$ cat config.mk
export PLATFORM = sky130hd
export DESIGN_NAME = inst_queue
export DESIGN_NICKNAME = d
export VERILOG_FILES = /design/src/rtl/inst_queue.sv
export SDC_FILE = /design/constraint.sdc
export NUM_CORES = 1
export LEC_CHECK = 0
export ABC_AREA = 0
export CORE_MARGIN = 1.5
export CORE_UTILIZATION = 50
export DETAILED_ROUTE_END_ITERATION = 8
export PLACE_DENSITY = 0.74
export SYNTH_ARGS = -nofsm -noshare
export SYNTH_HDL_FRONTEND = slang
export SYNTH_SLANG_ARGS = --single-unit
$ cat constraint.sdc
create_clock -name clk -period 4.04 [get_ports clk]
set_input_delay 0.808 -clock clk [delete_from_list [all_inputs] [get_ports clk]]
set_output_delay 0.808 -clock clk [all_outputs]
set_load 0.03 [all_outputs]
$ cat src/rtl/inst_queue.sv
// inst_queue: multi-lane IF->ID instruction buffer with valid/allowin handshake and flush; define INST_QUEUE_BYPASS_EN for zero-latency bypass when empty
module inst_queue #(
  parameter int DEPTH = 8,
  parameter int PUSH_W = 2,
  parameter int POP_W = 2,
  parameter int DATA_W = 64
) (
  input  logic                         clk,
  input  logic                         reset,
  input  logic                         flush,
  input  logic [PUSH_W-1:0]            in_valid,
  input  logic [PUSH_W*DATA_W-1:0]     in_data,
  output logic                         in_allowin,
  output logic [POP_W-1:0]             out_valid,
  output logic [POP_W*DATA_W-1:0]      out_data,
  input  logic [POP_W-1:0]             out_accept,
  output logic [$clog2(DEPTH+1)-1:0]   count
);
  localparam int AW = $clog2(DEPTH);
  localparam int CW = $clog2(DEPTH + 1);
  logic [DATA_W-1:0] mem_q [DEPTH];
  logic [DATA_W-1:0] mem_d [DEPTH];
  logic [AW-1:0] head_q, head_d, tail_q, tail_d;
  logic [CW-1:0] count_q, count_d;
  logic [CW-1:0] acc_n, skip_n, pop_n, push_n;
  logic byp;
  always_comb begin
    in_allowin = !flush && (int'(count_q) + PUSH_W <= DEPTH);
`ifdef INST_QUEUE_BYPASS_EN
    byp = (count_q == '0) && !flush;
`else
    byp = 1'b0;
`endif
    for (int i = 0; i < POP_W; i++) begin
      out_valid[i] = byp ? (i < PUSH_W) && in_valid[i % PUSH_W] : int'(count_q) > i;
      out_data[i*DATA_W +: DATA_W] = byp ? in_data[(i % PUSH_W)*DATA_W +: DATA_W] : mem_q[head_q + AW'(i)];
    end
    acc_n = CW'($countones(out_accept & out_valid));
    skip_n = byp ? acc_n : '0;
    pop_n = byp ? '0 : acc_n;
    push_n = '0;
    mem_d = mem_q;
    for (int i = 0; i < PUSH_W; i++) begin
      if (in_allowin && in_valid[i] && CW'(i) >= skip_n) begin
        mem_d[tail_q + AW'(i) - AW'(skip_n)] = in_data[i*DATA_W +: DATA_W];
        push_n = push_n + CW'(1);
      end
    end
    head_d = flush ? '0 : head_q + AW'(pop_n);
    tail_d = flush ? '0 : tail_q + AW'(push_n);
    count_d = flush ? '0 : count_q + push_n - pop_n;
    count = count_q;
  end
  always_ff @(posedge clk) begin
    mem_q <= mem_d;
    if (!reset) begin
      head_q <= '0;
      tail_q <= '0;
      count_q <= '0;
    end else begin
      head_q <= head_d;
      tail_q <= tail_d;
      count_q <= count_d;
    end
  end
  a_in_therm: assert property (@(posedge clk) disable iff (!reset) (in_valid & (in_valid + PUSH_W'(1))) == '0);
  a_acc_therm: assert property (@(posedge clk) disable iff (!reset) (out_accept & (out_accept + POP_W'(1))) == '0);
  a_acc_valid: assert property (@(posedge clk) disable iff (!reset) (out_accept & ~out_valid) == '0);
  a_count_max: assert property (@(posedge clk) disable iff (!reset) int'(count_q) <= DEPTH);
endmodule

==> flow_metrics.env <==
# implementation run metrics
export IMPL_required_ps=3230
export IMPL_rows=91
export IMPL_fin_crit_ps=3990
export IMPL_cp_max_fo=129
export IMPL_cts_made_buffers=59
export IMPL_setup_ws_ps=51.1
export IMPL_ys_ff=522
export IMPL_hold_viol_final=0
export IMPL_start_kind="register"
export IMPL_worstMarginPinSlew_ps=1160
export IMPL_finalSetupViolCount=0
export IMPL_ys_chip_area_um2=30900
export IMPL_gp_congestion=0.794
export IMPL_clk_latency_ps=630
export IMPL_cap_violations=0
export IMPL_place_hpwl_um=51500
export IMPL_fmax_ghz=0.251
export IMPL_cts_max_level=2
export IMPL_worstReg2RegStart="count[1]"
export IMPL_synth_edff_count=0
export IMPL_ys_top_cells_by_count="mux2_2 (1148), dfxtp_1 (522), mux4_2 (256), buf_2 (81), clkbuf_1 (48)"
export IMPL_min_path_type="reg2reg"
export IMPL_place_worst_setup_slack_ps=552
export IMPL_worstHoldStart="mem_q[327]"
export IMPL_syn_area_per_cell_um2=14.1
export IMPL_overflow=0
export IMPL_syn2layout_area_growth_pct=18.1
export IMPL_grt_pass1_wl_um=134000
export IMPL_dp_cells=3130
export IMPL_power_density_nw_per_um2=692
export IMPL_drive_gt1_frac=0.653
export IMPL_wire_per_inst_um=27.0
export IMPL_grt_max_degree=130
export IMPL_yosysMostFrequentCell="mux2_2"
export IMPL_post_cts_buffers=0
export IMPL_die_y_um=252
export IMPL_clock_skew_ps=19.1
export IMPL_cts_hold_buf=0
export IMPL_io_buffers=269
export IMPL_syn_cell_area_um2=30900
export IMPL_yosysSeqAreaShare=0.338
export IMPL_xor_area_frac=0.00287
export IMPL_cp_end_kind="output port"
export IMPL_peakVddDrop_uv=673
export IMPL_layout_cells_most_common="mux2_2"
export IMPL_clk_path_buf_depth=3
export IMPL_syn_nets=2350
export IMPL_maxSlewViolCount=0
export IMPL_leakagePower_nw=14.6
export IMPL_grt_usage=0.276
export IMPL_grt_pass1_vias=21834
export IMPL_worstSetupPathType="reg2out"
export IMPL_aoi_share=0.00457
export IMPL_fa_ha_area_frac=0.00785
export IMPL_synth_warnings=0
export IMPL_tns_ps=0
export IMPL_nNetsFinal=2553
export IMPL_io_pins=270
export IMPL_top_cells_by_area="mux2_2 (42%), dfxtp_1 (34%), mux4_2 (19%)"
export IMPL_antenna_found_initial=11
export IMPL_clockRootBuffer="clkbuf_16"
export IMPL_power_mw=25.3
export IMPL_die_w_um=252
export IMPL_fin_hold_ws_ps=626
export IMPL_die_area_um2=63400
export IMPL_final_cell_mix="mux2_2 (1148), dfxtp_1 (519), mux4_2 (256), clkdlybuf4s50_1 (212), clkbuf_16 (59)"
export IMPL_crit_arrival_ps=3180
export IMPL_finalCritPeriodShare=0.987
export IMPL_status="completed"
export IMPL_avgViaCountPerCell=6.31
export IMPL_ys_flop_type="dfxtp_1"
export IMPL_drc=0
export IMPL_async_reset_ff_frac=0
export IMPL_warnings=35
export IMPL_synth_distinct_cells=33
export IMPL_drtIter0Drc=1303
export IMPL_clock_sinks=522
export IMPL_maxSlewHeadroom=0.223
export IMPL_postSynthCellCount=2198
export IMPL_fp_util=0.503
export IMPL_synth_stat_cells=2198
export IMPL_synth_simple_area_share=0.00849
export IMPL_clk_pin_slew_ps=60
export IMPL_top_area_frac=0.418
export IMPL_muxShareOfSynthArea=0.606
export IMPL_top_area_cell="mux2_2"
export IMPL_crit_start="head_q[1]"
export IMPL_firstDrtPassIters=5
export IMPL_tritoncts="built"
export IMPL_ys_top_logic_family="multiplexers"
export IMPL_ant_nets=0
## worst max-delay path, stage by stage, from the launching register on
cell and delay (ps):
dfxtp_4 380, buf_16 640, mux4_2 580, mux2_2 320, clkdlybuf4s50_1 610
## state kept, by name, indices dropped and copies added (netlist names)
register / cells
count: 4
mem_q: 512
tail_q: 3
head_q: 3
## per-stage QoR
stage	instance area [µm²]	utilization
after floorplan	30900	-
after global placement	34400	0.560
after detailed placement	34400	0.560
after CTS	36500	0.593
after global routing	36500	0.594
final	36500	0.594
## final cells by class
type	instances	area, µm²
Multi-Input combinational cell	1485	19600
Inverter	13	48.8
Fill cell	4826	24900
Timing Repair Buffer	320	3370
Tap cell	790	988
Sequential cell	522	10500
Clock buffer	95	1830
Antenna cell	6	15.0
Clock inverter	14	185
## report_power, final
part / leakage [nW] / internal, mW / total (mW) / switching (mW)
combinational: 9.30 / 6.54 / 12.2 / 5.63
sequential: 4.30 / 6.57 / 7.56 / 0.985
clock: 0.996 / 3.29 / 5.56 / 2.27
total: 14.6 / 16.4 / 25.3 / 8.88
## path summary, 6_finish.rpt
check / end / slack (ps) / depth (start not counted)
min reg2reg: mem_q[327] / 630 / 2
max: out_data[63] / 50 / 4
max reg2reg: count[3] / 640 / 13
min: mem_q[327] / 630 / 2
## what timing repair did
item | in CTS | in global routing
gates resized | 10 | 29
endpoints found under the setup margin | 25 | 40
hold endpoints to repair | 0 | 0
## per-layer routing
metal / wire length [µm] / global-route usage / up-vias
li1: - / - / 9029
met1: 37600 / 0.367 / 10704
met2: 42900 / 0.460 / 606
met3: 4880 / 0.0433 / 127
met4: 2090 / 0.0886 / 10
met5: 76 / 0 / -
Figure 1. M3 wires.
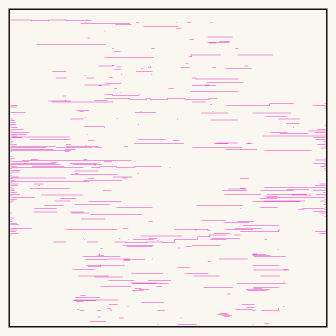
wire length on this layer: 4880 µm
main direction: horizontal
longest straight run: 86.5 µm
share of all routed wire: 5.6%
vias post-DR: 20476
Total Routed Length: 87500 µm
GRT met3 Usage: 0.0433

Figure 2. Placement density heat map.
25 x 25 tiles, from white (low) to dark blue (high), 0 to 100% covered.
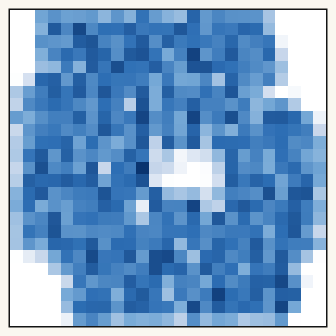
nearly empty tiles: 12%
emptiest ninth of the die: north-east
tiles over 75% full: 24%
mean over tiles: 56%
fullest tile: 99%

Figure 3. Clock distribution.
Bar = 100 µm.
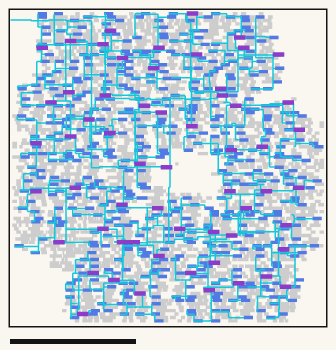
legend:
  blue:
    item: flip-flops
    count: 522
  purple:
    item: clock drivers
    count: 59
  cyan:
    item: clock wires
    length: 7100 µm
routed clock nets: 60

Figure 4. Cell outlines without signal wires.
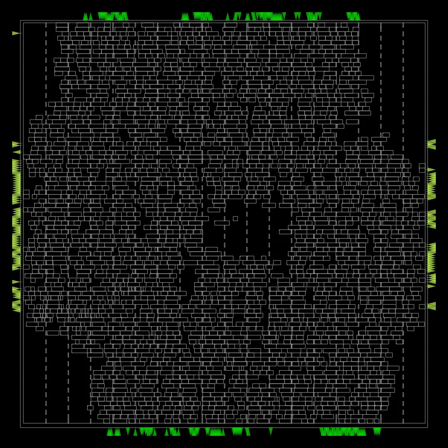
# fillers: 4826
sequential share of cell area: 0.286
Layout Cells excl Fill: 3245
Finished Core Util: 0.594
core area: 61500 µm²

Power is estimated from default activity; no workload was simulated.
